==> config.mk <==
export PLATFORM = sky130hd
export DESIGN_NAME = pattern_cycler
export DESIGN_NICKNAME = d
export VERILOG_FILES = /design/src/rtl/cycler_pkg.sv /design/src/rtl/sync_edge.sv /design/src/rtl/pattern_cycler.sv
export SDC_FILE = /design/constraint.sdc
export NUM_CORES = 1
export LEC_CHECK = 0
export CAP_MARGIN = 40
export CORE_AREA = 8 8 45 47
export DETAILED_ROUTE_END_ITERATION = 8
export DIE_AREA = 0 0 53 55
export SLEW_MARGIN = 5
export SYNTH_ARGS = -nofsm -noshare
export SYNTH_HDL_FRONTEND = slang
export SYNTH_SLANG_ARGS = --single-unit
==> constraint.sdc <==
create_clock -name clk -period 3.7 [get_ports clk]
set_input_delay 0.37 -clock clk [delete_from_list [all_inputs] [get_ports clk]]
set_output_delay 0.37 -clock clk [all_outputs]
set_load 0.02 [all_outputs]
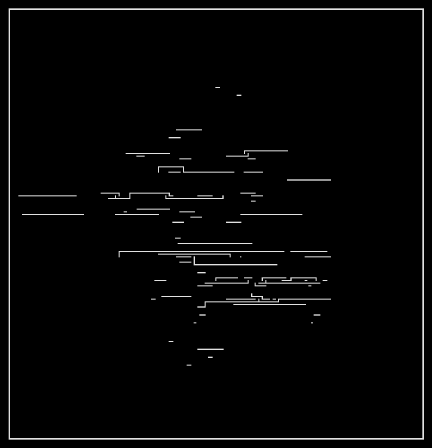
Run 1: the metal 1 layer
The longest straight run is 21.2 um. The wires run mostly horizontal. 44 nets have wire on it. The layer carries 251 um of wire.
via count: 246
met1 Use GR: 4.88%
DRT Wirelength: 616 um

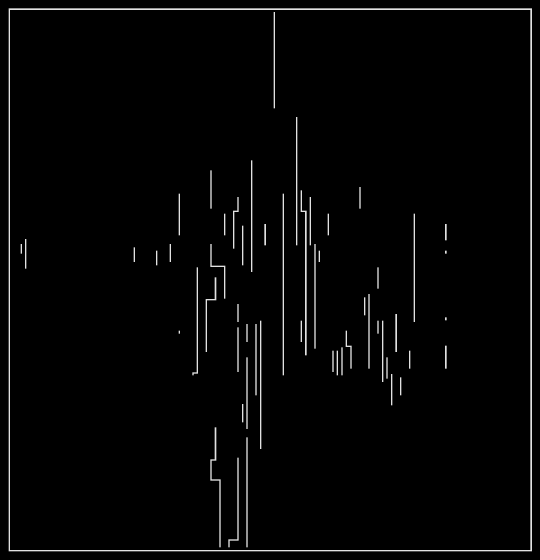
Run 1: the metal 2 layer
47 nets have wire on it. The wires run mostly vertical. The layer carries 276 um of wire.
met2 Use GR: 6.64%

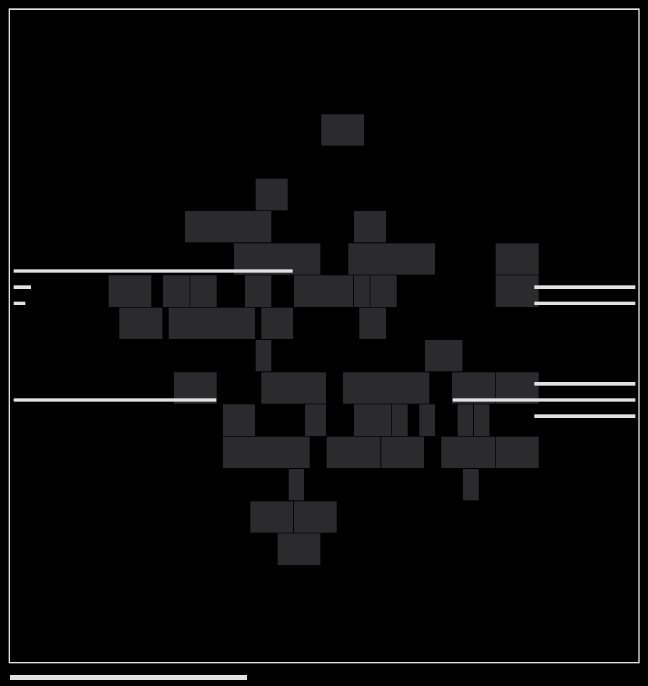
Run 1: met3 routing
The bar under the picture is 20 um long.
The longest straight run is 23.2 um. The wires run mostly horizontal. The layer carries 89.8 um of wire. 9 nets have wire on it. The layer holds 15% of the routed length.
met3 usage: 4.01%

==> impl_metrics.json, run 1 <==
{
  "hold_depth": 1,
  "chipArea_sq_mm": 0.00292,
  "antenna_found_initial": 0,
  "switching_share_pct": 24.2,
  "ys_sh_aoi_pct": 15.1,
  "path_cells": "clkdlybuf4s50_1",
  "tns_ps": 0,
  "root_buffer": "clkbuf_4",
  "buf_share_pct": 27.4,
  "grt.overflow.total": 0,
  "wl_per_cell_um": 10.4,
  "fin_skew_ps": 2.37,
  "clock_path_buffers": 2,
  "grt_pass1_wl_um": 972,
  "seqCellArea_sq_um": 120,
  "die_y_um": 55,
  "chipWidth_um": 53,
  "htreeDepth": 1,
  "inverters": 5,
  "diodes": 0,
  "top_area_share_pct": 40.3,
  "drt-initial-drc-count": 2,
  "comb_area_share_pct": 31.1,
  "ys_sh_adder_pct": 8.40,
  "row_count": 14,
  "fmax_mhz": 602,
  "ant_nets": 0,
  "p_sw_mw": 0.0389,
  "max_stage_delay_ps": 640,
  "synth_cell_types": 15,
  "min_period_ps": 1660,
  "reg2reg_slack_ps": 2280,
  "floorplan.core_util_pct": 21.5,
  "ys_sh_mux_pct": 0,
  "top_area_cell": "dfxtp_1",
  "syn_area_per_cell_sq_um": 9.61,
  "tightest_slew_ps": 297,
  "required_ps": 3330,
  "grt_max_degree": 7,
  "num_tap_cells": 16,
  "warning_count": 27,
  "ys_sh_simple_pct": 19.3,
  "final_nets": 54,
  "critPathBufInv": 1,
  "cts_sinks": 6,
  "seqPwrFrac_pct": 43.9,
  "synth_area_sq_um": 298,
  "arrival_ps": 1290,
  "ios": 13,
  "seq_share_pct": 27.4,
  "worst-path-stages": 1,
  "floorplan.nets": 40,
  "crit_slowest_cell": "clkdlybuf4s50_1",
  "vias_per_cell": 4.17,
  "core_area_sq_mm": 0.00138,
  "ir_worst_vdd_mv": 0.117,
  "fillCellCount": 150,
  "cts_buffers": 3,
  "ys_cells": 31,
  "grt_pass1_vias": 227,
  "cts_setup_buffers": 0,
  "n_all_buffers": 12,
  "ys_warn_count": 0,
  "clkSlewWorstSetupHoldPaths_ps": 50,
  "clock_power_share_pct": 36.6,
  "largest_cell_class": "combinational gates",
  "largest_reg_flops": 2,
  "synthTopCellsByArea": "dfxtp_1 (40%), ha_1 (8.4%), buf_4 (7.6%)",
  "min_path_type": "reg -> reg",
  "drc_errors": 0,
  "hold_violations": 0,
  "cp_max_fo": 6,
  "cp_top_family": "buffers and inverters",
  "slew_headroom_pct": 79.7,
  "numSynthFlops": 6,
  "place_hpwl_um": 509,
  "endpoint_kind": "primary output",
  "clock_area_share_pct": 5.14,
  "yosys_area_sq_um": 298,
  "place_congestion": 0.656,
  "clkbuf_count": 3,
  "drive_gt1_share_pct": 11.6,
  "worst-setup-path-type": "reg -> out",
  "synth_xor_xnor_area_share_pct": 2.94,
  "logic_area_sq_um": 136,
  "rsz0062_at_grt": "false",
  "drv_cap": 0,
  "fin_crit_sh_pct": 44.9,
  "drt_first_pass_iters": 2,
  "hold_buffers": 0,
  "cts.repair.resized": 0,
  "setup_violations": 0,
  "ff2ff_path_depth": 5,
  "cts_tree": "built",
  "gr-usage-all-layers_pct": 4.92,
  "logic_family": "simple AND/OR/NAND/NOR gates",
  "portBuffers": 12,
  "clk_latency_ps": 240,
  "p_total_mw": 0.161,
  "combinationalPowerShare_pct": 19.5,
  "logic_gate_count": 17,
  "slew_violations": 0,
  "syn2layout_area_growth_pct": 47.1,
  "finish.utilization_pct": 31.6,
  "ys_seq_share_pct": 40.3,
  "status": "completed",
  "cp-start-kind": "register",
  "seq_cell_count": 6,
  "synthCells": 31,
  "leakagePower_nw": 0.175,
  "p_int_mw": 0.122,
  "power_density_mw_per_mm2": 368
}
[run 1: Yosys cell counts]
library cell,instances
a221oi_2,1
a31oi_1,1
a21oi_1,1
buf_4,3
or3_1,1
nand3b_1,1
nand2_1,3
dfxtp_1,6
inv_1,5
ha_1,2
xnor2_1,1
a221o_1,1
nand2b_4,1
a2111oi_0,1
and2_1,3
[run 1: metrics by stage]
| step | setup slack, ps | hold slack [ps] | cell area, sq um | cells |
|---|---|---|---|---|
| after floorplan | 2220 | 412 | 298 | 31 |
| after global placement | 2110 | 417 | 415 | 56 |
| after detailed placement | 2080 | 432 | 415 | 56 |
| after CTS | 2010 | 446 | 438 | 59 |
| after global routing | 1970 | 454 | 438 | 59 |
| final | 2040 | 440 | 438 | 59 |
[run 1: layer usage]
layer | vias up | global-route usage [%] | routed length [um]
li1 | 126 | - | -
met2 | 9 | 6.64 | 276
met5 | - | 0 | 0
met4 | 0 | 3.88 | 0
met1 | 111 | 4.88 | 250
met3 | 0 | 4.01 | 89
[run 1: power groups by stage]
stage / combinational [mW] / sequential (mW) / clock (mW)
after global placement: 0.0320 / 0.0720 / 0
after global routing: 0.0339 / 0.0709 / 0.0705
final: 0.0314 / 0.0708 / 0.0590
after floorplan: 0.0162 / 0.0734 / 0
after detailed placement: 0.0321 / 0.0721 / 0
after CTS: 0.0322 / 0.0709 / 0.0625
[run 1: layout by cell type, fill, tap and decap left out]
master / count
nand2_1: 3
dfxtp_1: 6
ha_1: 2
xnor2_1: 1
nand3b_1: 1
a31oi_1: 1
a21oi_1: 1
a221o_1: 1
or3_1: 1
a2111oi_0: 1
clkbuf_4: 3
and2_1: 3
inv_1: 5
clkdlybuf4s50_1: 12
a221oi_2: 1
nand2b_4: 1
Run 1, placement by cell class:
The bar under the picture is 20 um long.
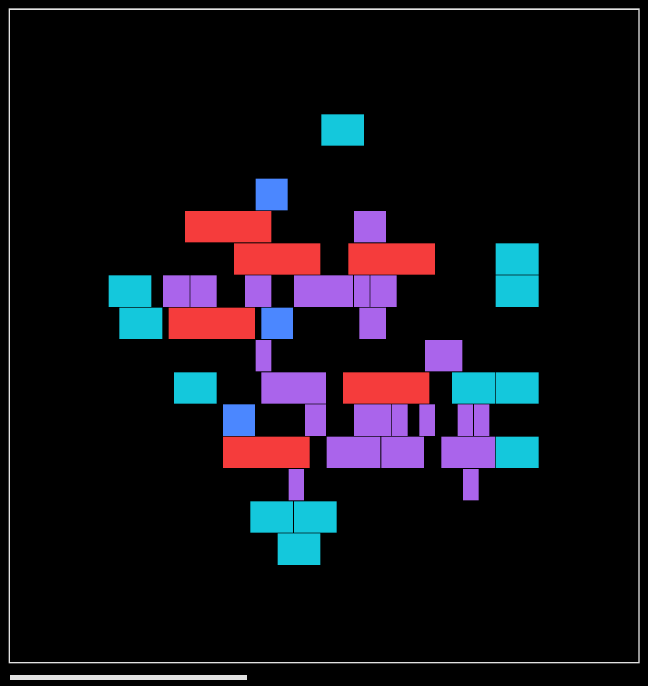

==> run 1 -> run 2 <==
==> constraint.sdc (replaced) <==
create_clock -name clk -period 1.65 [get_ports clk]
set_input_delay 0.165 -clock clk [delete_from_list [all_inputs] [get_ports clk]]
set_output_delay 0.165 -clock clk [all_outputs]
set_load 0.02 [all_outputs]
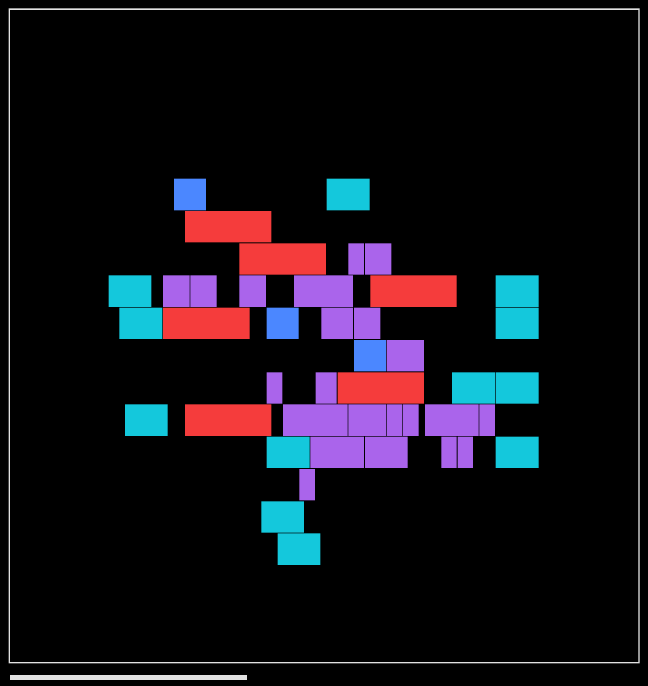
Run 2: placement by cell class
The bar under the picture is 20 um long.
Purple stands for all other logic, cells 22. Blue stands for cells driving clock nets, cells 3. Cyan stands for other buffers and delay cells, cells 12. Red stands for flops, cells 6.
FP Rows: 14
final std cell area, no fill: 438 sq um
sequential cell area share: 27.4%
Final Util: 31.6%
core box area: 0.00138 sq mm

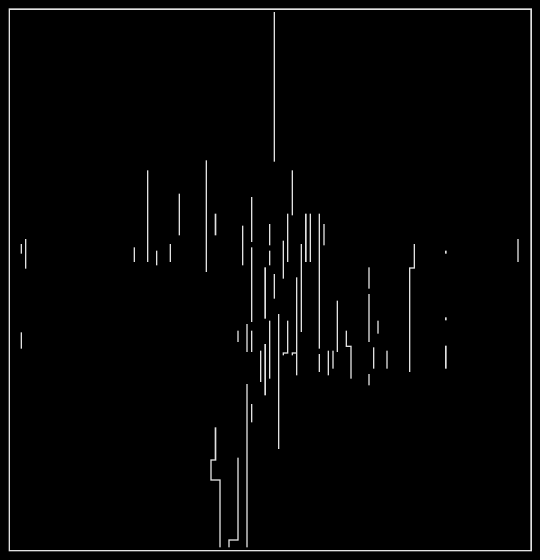
Run 2: the metal 2 layer
The layer carries 261 um of wire. The longest straight run is 16.5 um. 45 nets have wire on it. The wires run mostly vertical. The layer holds 42% of the routed length.
met2 Use GR: 6.45%
DRT Wirelength: 620 um
via count: 241

==> run 2 against run 1 <==
Area after synthesis unchanged. Final cell count unchanged. Final area unchanged. Count of clock-buffer cells in the layout unchanged. Critical path type unchanged. Core utilization unchanged. Combinational power increased by 130%. First-iteration DRC count increased to 3.5 times the previous value. Register-to-register slack got worse by 2100 ps. Critical path depth unchanged. Die size unchanged. Non-clock buffer count unchanged. Synthesized cell count unchanged.
==> impl_metrics.json, run 2 <==
{
  "tightest_slew_ps": 449,
  "ff2ff_path_depth": 5,
  "slew_violations": 0,
  "slew_headroom_pct": 69.3,
  "gr-usage-all-layers_pct": 4.76,
  "place_congestion": 0.713,
  "syn_area_per_cell_sq_um": 9.61,
  "synthTopCellsByArea": "dfxtp_1 (40%), ha_1 (8.4%), buf_4 (7.6%)",
  "synthCells": 31,
  "edf_count": 0,
  "grt_max_degree": 7,
  "grt_pass1_wl_um": 952,
  "drc_errors": 0,
  "ant_nets": 0,
  "drt-initial-drc-count": 7,
  "drive_gt1_share_pct": 11.6,
  "synth_cell_types": 15,
  "ios": 13,
  "fin_ws_ps": 173,
  "ys_warn_count": 0,
  "path_cells": "clkdlybuf4s50_1",
  "grt.overflow.total": 0,
  "required_ps": 1480,
  "numSynthFlops": 6,
  "synth_area_sq_um": 298,
  "place_hpwl_um": 476,
  "portBuffers": 12,
  "antenna_found_initial": 0,
  "cts_sinks": 6,
  "syn2layout_area_growth_pct": 47.1,
  "cts_tree": "built",
  "cp_top_family": "buffers and inverters",
  "ys_seq_share_pct": 40.3,
  "ir_worst_vdd_mv": 0.352,
  "grt_pass1_vias": 228,
  "hold_buffers": 0,
  "layout.cells.most_common": "clkdlybuf4s50_1",
  "warning_count": 27,
  "dp_cells": 56,
  "floorplan.core_util_pct": 21.5,
  "clkSlewWorstSetupHoldPaths_ps": 50,
  "top_area_cell": "dfxtp_1",
  "status": "completed",
  "top_area_share_pct": 40.3,
  "fmax_mhz": 677,
  "die_y_um": 55,
  "cts_setup_buffers": 0,
  "chipArea_sq_mm": 0.00292,
  "clk_latency_ps": 240,
  "arrival_ps": 1310,
  "chipWidth_um": 53,
  "crit_slowest_cell": "clkdlybuf4s50_1",
  "final_cells": 59,
  "power_density_mw_per_mm2": 827,
  "setup_violations": 0,
  "worst-path-stages": 1,
  "hold_violations": 0,
  "reg2reg_slack_ps": 220,
  "rsz0062_at_grt": "false",
  "synthTopCellsByCount": "dfxtp_1 (6), inv_1 (5), and2_1 (3), buf_4 (3), nand2_1 (3)",
  "vias_per_cell": 4.08,
  "ys_async_sr_fraction_pct": 0
}
==> run 2: cell families (layout without fill, tap and decap cells) <==
logic type / count (synthesis) / in the layout / synth area share, %
compound gates: 5 / 5 / 15.1
flops: 6 / 6 / 40.3
xor+xnor: 1 / 1 / 2.94
simple gates: 9 / 9 / 19.3
buf+inv: 8 / 20 / 13.9
fa+ha+maj: 2 / 2 / 8.40
==> run 2: where the power goes <==
group | switching [mW] | leakage (nW) | internal (mW) | total [mW]
sequential | 0.00685 | 0.0493 | 0.152 | 0.159
combinational | 0.0309 | 0.112 | 0.0399 | 0.0707
clock | 0.0503 | 0.0138 | 0.0821 | 0.132
total | 0.0880 | 0.175 | 0.274 | 0.362
==> run 2: through the flow <==
stage / instance area, sq um / total power [mW] / util, % / hold slack (ps)
after floorplan: 298 / 0.201 / - / 252
after global placement: 415 / 0.233 / 30.0 / 418
after detailed placement: 415 / 0.233 / 30.0 / 431
after CTS: 438 / 0.372 / 31.6 / 442
after global routing: 438 / 0.387 / 31.6 / 448
final: 438 / 0.362 / 31.6 / 435
==> run 2: worst register-to-register path: stages, from the launching register on <==
cell and delay [ps]:
dfxtp_1 410, inv_1 70, ha_1 300, xnor2_1 130, or3_1 310, a31oi_1 150
==> run 2: area by class of cell <==
class                   count  area, sq um
clock buffers               3         22.5
well taps                  16         20.0
flip-flops and latches      6          120
fillers                   140          946
multi-input cells          17          136
repair buffers             12          120
inverters                   5         18.8
==> run 2: metal layers <==
layer	part of all wire, %	wire (um)	up-vias	track usage [%]
met5	0	0	-	0
met2	42	261	9	6.45
met3	11	66	0	4.28
met1	47	293	107	4.89
met4	0	0	0	2.59
li1	-	-	125	-
Power and IR drop assume default switching activity.
